==> config.mk <==
export PLATFORM = sky130hd
export DESIGN_NAME = weight_stream_fetcher
export DESIGN_NICKNAME = d
export VERILOG_FILES = /design/src/rtl/weight_stream_fetcher.sv
export SDC_FILE = /design/constraint.sdc
export NUM_CORES = 1
export LEC_CHECK = 0
export ABC_AREA = 1
export CORE_ASPECT_RATIO = 0.6
export CORE_UTILIZATION = 40
export CTS_BUF_LIST = sky130_fd_sc_hd__clkbuf_8
export CTS_CLUSTER_SIZE = 8
export DETAILED_ROUTE_END_ITERATION = 8
export PLACE_DENSITY = 0.68
export SYNTH_ARGS = -nofsm -noshare
export SYNTH_HDL_FRONTEND = slang
export SYNTH_SLANG_ARGS = --single-unit
==> constraint.sdc <==
create_clock -name clk -period 13.1 [get_ports clk]
set_clock_uncertainty 0.2 [all_clocks]
set_input_delay 1.31 -clock clk [delete_from_list [all_inputs] [get_ports clk]]
set_output_delay 1.31 -clock clk [all_outputs]
set_load 0.03 [all_outputs]
Run 1, sizing map:
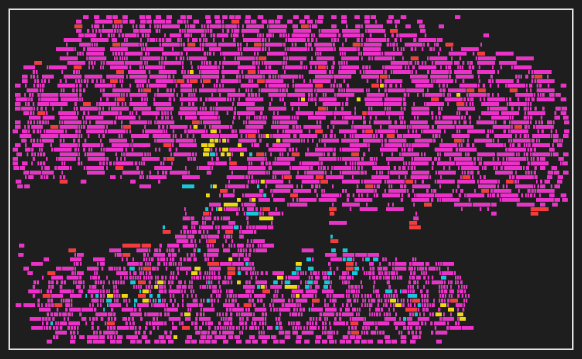
[x1 and smaller] magenta | cells: 3095 | share: 93%
[x2] cyan | cells: 61 | share: 1.8%
[x3 and x4] yellow | cells: 53 | share: 1.6%
[x6 and larger] red | cells: 103 | share: 3.1%
count of non-CTS buffers in the layout: 265
setup ws final: 7.16 ns
final standard cell area without fillers: 31200 sq um
synth-to-layout area growth: 17.7%

Run 1, register map, names as in the netlist:
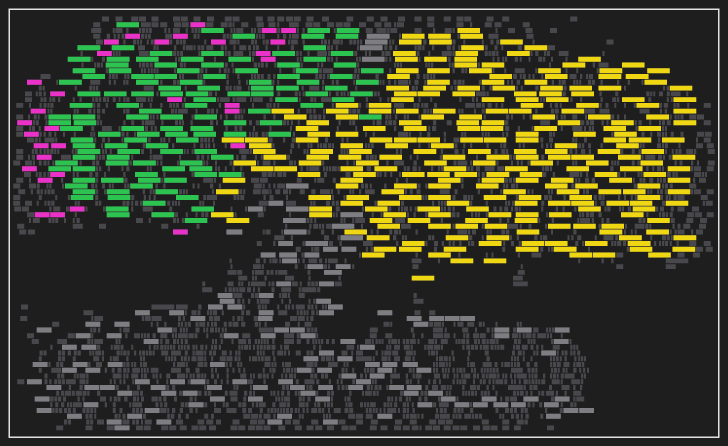
[`r_row_bias`] magenta | flops: 32
[`r_fifo_bias`] green | flops: 128 | where: top left
[`r_fifo_data`] yellow | flops: 256
not coloured: 140
reported sequential group power: 2.04 mW
Seq/total area: 48.4%
Register Area: 15100 sq um
Finished Core Util: 48.1%

Run 1, placement density heat map:
33 x 20 tiles, from black (low) to pale yellow (high), 0 to 100% covered.
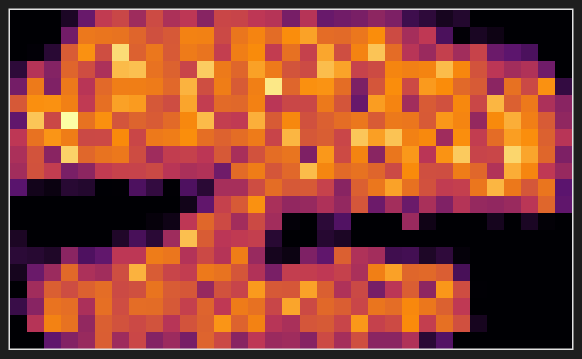
mean over tiles: 45%
emptiest ninth of the die: bottom right
tiles over 75% full: 9.8%
densest ninth of the die: top middle
fullest tile: 100%
nearly empty tiles: 18%
fraction of the core area occupied by cells at floorplan: 40.8%
core region area: 65000 sq um

Run 1, congestion heat map:
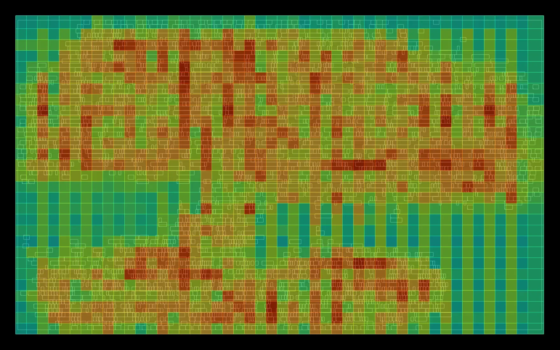
busiest layer in global routing: met1
met2 layer usage reported by global route: 30.9%
global routing usage on met3: 5.19%
wire per inst: 17.9 um

==> reports/results.tsv, run 1 <==
metric	value	unit
leakage power summed over all cells	12.4	nW
detailed-route via count	21700	
largest net degree at the start of global routing	108	
Post-CTS Setup Bufs	0	
post-synthesis average cell area	8.64	sq um
clk slew on worst S/H paths	0.06	ns
clock-cell share of area	5.15	%
instance area at placement	29600	sq um
Total Power Consumption	4.06	mW
most common cell after layout, fill and taps aside	sky130_fd_sc_hd__nor2_1	
worst hold path cell count	2	
final setup violation count	0	
sw power	1.18	mW
Routed Antenna Nets	0	
final hold viol count	0	
P_clk	1.42	mW
maximum clock rate	168	MHz
Antenna diodes	2	
Total Wirelength	75.0	mm
largest cells by area after synthesis	sky130_fd_sc_hd__edfxtp_1 45%, sky130_fd_sc_hd__dfxtp_1 12%, sky130_fd_sc_hd__nor2_1 11%, sky130_fd_sc_hd__o21ai_0 6.5%, sky130_fd_sc_hd__nand2_1 5.5%	
grt met1 use	33.7	%
number of flip-flops and latches in the synthesized netlist	556	
layout multi-input combinational cell count	2064	
post-synthesis share of cell area spent on and, or, nand and nor gates	22.2	%
aggregate global-route resource usage	22.0	%
nature of the critical path endpoint	primary output	
Largest register FFs	256	
depth of the most critical reg-to-reg path	9	
Slew @ Worst Pin	1.21	ns
clock latency on the worst-skew pair	0.70	ns
reg2reg setup slack	8.77	ns
share of layout cells above drive strength 1	6.55	%
number of buffers and inverters on the critical path	3	
startpoint-to-endpoint class of the critical path	reg -> out	
CTS H-Tree Depth	3	
TritonCTS clock tree	done	
Max-slew headroom	19.6	%
detailed-route DRC error count	0	
arrival time of the worst setup path	4.43	ns
summed instance area of the synthesized netlist	26500	sq um
number of warnings issued by yosys	0	
number of detailed-routing iterations run before antenna repair	6	
NonClk Buf Share	8.30	%
CP startpoint kind	flop	
net count of the mapped netlist	3240	
top fanout value on the critical path	107	
flip-flops	556	
clock power share	35.0	%
Pint	2.88	mW
max-slew violation count	0	
buffer depth of the longest clock path	3	
buffer type at the clock tree root	sky130_fd_sc_hd__clkbuf_8	
Post-Synth AOI/OAI Area	11.4	%
combinational share of power	14.7	%
wire length of the first global-routing pass	116	mm
most numerous logic cells after layout	798 x sky130_fd_sc_hd__nor2_1, 396 x sky130_fd_sc_hd__edfxtp_1, 380 x sky130_fd_sc_hd__nand2_1	
non-clock inverter total of the final layout	278	
number of cells in Yosys stat	3069	
antenna violations before repair	2	
placed insts	4051	
top cell types by occurrence after synthesis	799 x sky130_fd_sc_hd__nor2_1, 396 x sky130_fd_sc_hd__edfxtp_1, 388 x sky130_fd_sc_hd__nand2_1	
cells along the critical path	inv_6, buf_4, o21ai_0, o22ai_1, nand2_1, a21oi_1, clkdlybuf4s50_1	
amount of wire on met2 after detailed routing	31.0	mm
Dominant comb cell	simple AND/OR/NAND/NOR gates	
Async SR Flop Fraction	0	%
Comb area	9750	sq um
tool warnings	30	
Post-CTS Hold Buffers	0	
count of inserted tapcells	888	
run status	complete, no violations	
Dominant cell area share	44.8	%
setup_tns	0	ns
highest routed layer	met4	
total number of nets in the final design	3422	
drt via density	5.17	
number of cells produced by synthesis	3069	
multi-input logic portion of the cell area	31.2	%
most popular library cell in the synthesized design by count	sky130_fd_sc_hd__nor2_1	
IO Count	242	
Seq pwr share	50.3	%
post-cts repair resize count	0	
cell type with the largest total area after synthesis	sky130_fd_sc_hd__edfxtp_1	
## Run 2: what changed since run 1
==> constraint.sdc (replaced) <==
create_clock -name clk -period 6.1 [get_ports clk]
set_clock_uncertainty 0.2 [all_clocks]
set_input_delay 0.61 -clock clk [delete_from_list [all_inputs] [get_ports clk]]
set_output_delay 0.61 -clock clk [all_outputs]
set_load 0.03 [all_outputs]
Run 2, sizing map:
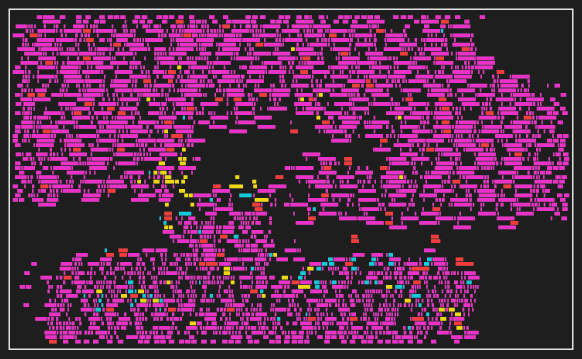
[x1 and smaller] magenta | cells: 3095 | share: 93%
[x6 and larger] red | cells: 105 | share: 3.2%
[x2] cyan | cells: 59 | share: 1.8%
[x3 and x4] yellow | cells: 57 | share: 1.7%
setup ws final: 0.990 ns
synth-to-layout area growth: 17.9%
final standard cell area without fillers: 31300 sq um

==> reports/results.tsv, run 2 <==
metric	value	unit
depth of the most critical reg-to-reg path	9	
drt via density	5.14	
fraction of the core area occupied by cells at floorplan	40.8	%
Slew @ Worst Pin	1.17	ns
tool warnings	30	
Total Wirelength	75.3	mm
number of buffers and inverters on the critical path	3	
count of inserted tapcells	888	
IO Count	242	
Routed Antenna Nets	0	
top cell types by occurrence after synthesis	799 x sky130_fd_sc_hd__nor2_1, 396 x sky130_fd_sc_hd__edfxtp_1, 388 x sky130_fd_sc_hd__nand2_1	
setup_tns	0	ns
Dominant cell area share	44.8	%
leakage power summed over all cells	12.5	nW
flip-flops	556	
detailed-route DRC error count	0	
total number of nets in the final design	3429	
detailed-route via count	21600	
Seq pwr share	50.3	%
Place WS	1.48	ns
busiest layer in global routing	met1	
buffer depth of the longest clock path	3	
non-clock inverter total of the final layout	278	
Largest stage delay, worst path	1.00	ns
NonClk Buf Share	8.50	%
TritonCTS clock tree	done	
wire length of the first global-routing pass	116	mm
Max-slew headroom	22.0	%
reg2reg setup slack	2.24	ns
Total Power Consumption	8.68	mW
final setup violation count	0	
number of buffers created by CTS	86	
P_clk	3.01	mW
buffer type at the clock tree root	sky130_fd_sc_hd__clkbuf_8	
arrival time of the worst setup path	4.30	ns
maximum clock rate	196	MHz
top fanout value on the critical path	64	
Pint	6.18	mW
Seq/total area	48.3	%
largest cells by area after synthesis	sky130_fd_sc_hd__edfxtp_1 45%, sky130_fd_sc_hd__dfxtp_1 12%, sky130_fd_sc_hd__nor2_1 11%, sky130_fd_sc_hd__o21ai_0 6.5%, sky130_fd_sc_hd__nand2_1 5.5%	
post-synthesis average cell area	8.64	sq um
number of detailed-routing iterations run before antenna repair	5	
Dominant comb cell	simple AND/OR/NAND/NOR gates	
cells along the critical path	clkinv_2, buf_4, nor2_1, o21ai_0, a21oi_1, clkdlybuf4s50_1	
core region area	65000	sq um
Register Area	15100	sq um
Async SR Flop Fraction	0	%
share of layout cells above drive strength 1	6.66	%
run status	complete, no violations	
met2 layer usage reported by global route	31.7	%
multi-input logic portion of the cell area	31.2	%
Post-CTS Hold Buffers	0	
placed insts	4058	
clock latency on the worst-skew pair	0.70	ns
clock power share	34.7	%
post-cts repair resize count	0	
number of cells in Yosys stat	3069	
nature of the critical path endpoint	primary output	
final hold viol count	0	
highest routed layer	met5	
startpoint-to-endpoint class of the critical path	reg -> out	
layout multi-input combinational cell count	2064	
post-synthesis share of cell area spent on and, or, nand and nor gates	22.2	%
number of flip-flops and latches in the synthesized netlist	556	
count of non-CTS buffers in the layout	272	
Comb area	9750	sq um
instance area at placement	29700	sq um
cell type with the largest total area after synthesis	sky130_fd_sc_hd__edfxtp_1	
Post-Synth AOI/OAI Area	11.4	%
CTS H-Tree Depth	3	
reported sequential group power	4.36	mW
most numerous logic cells after layout	798 x sky130_fd_sc_hd__nor2_1, 396 x sky130_fd_sc_hd__edfxtp_1, 380 x sky130_fd_sc_hd__nand2_1	
Largest register FFs	256	
CP startpoint kind	flop	
most popular library cell in the synthesized design by count	sky130_fd_sc_hd__nor2_1	
number of cells produced by synthesis	3069	
summed instance area of the synthesized netlist	26500	sq um
worst hold path cell count	2	
combinational share of power	15.0	%
Post-CTS Setup Bufs	0	
number of warnings issued by yosys	0	
Run 2, congestion heat map:
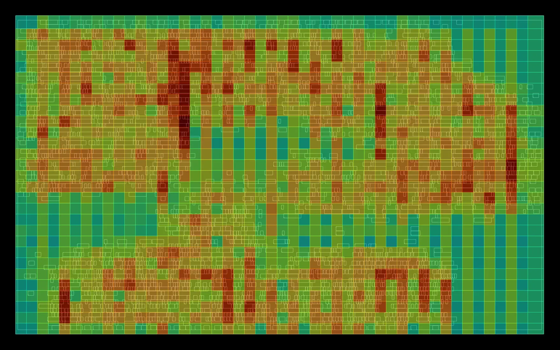
Finished Core Util: 48.1%
aggregate global-route resource usage: 22.1%
wire per inst: 17.9 um
global routing usage on met3: 4.89%

Power figures rest on the tool's default switching activity, not on a simulated workload.
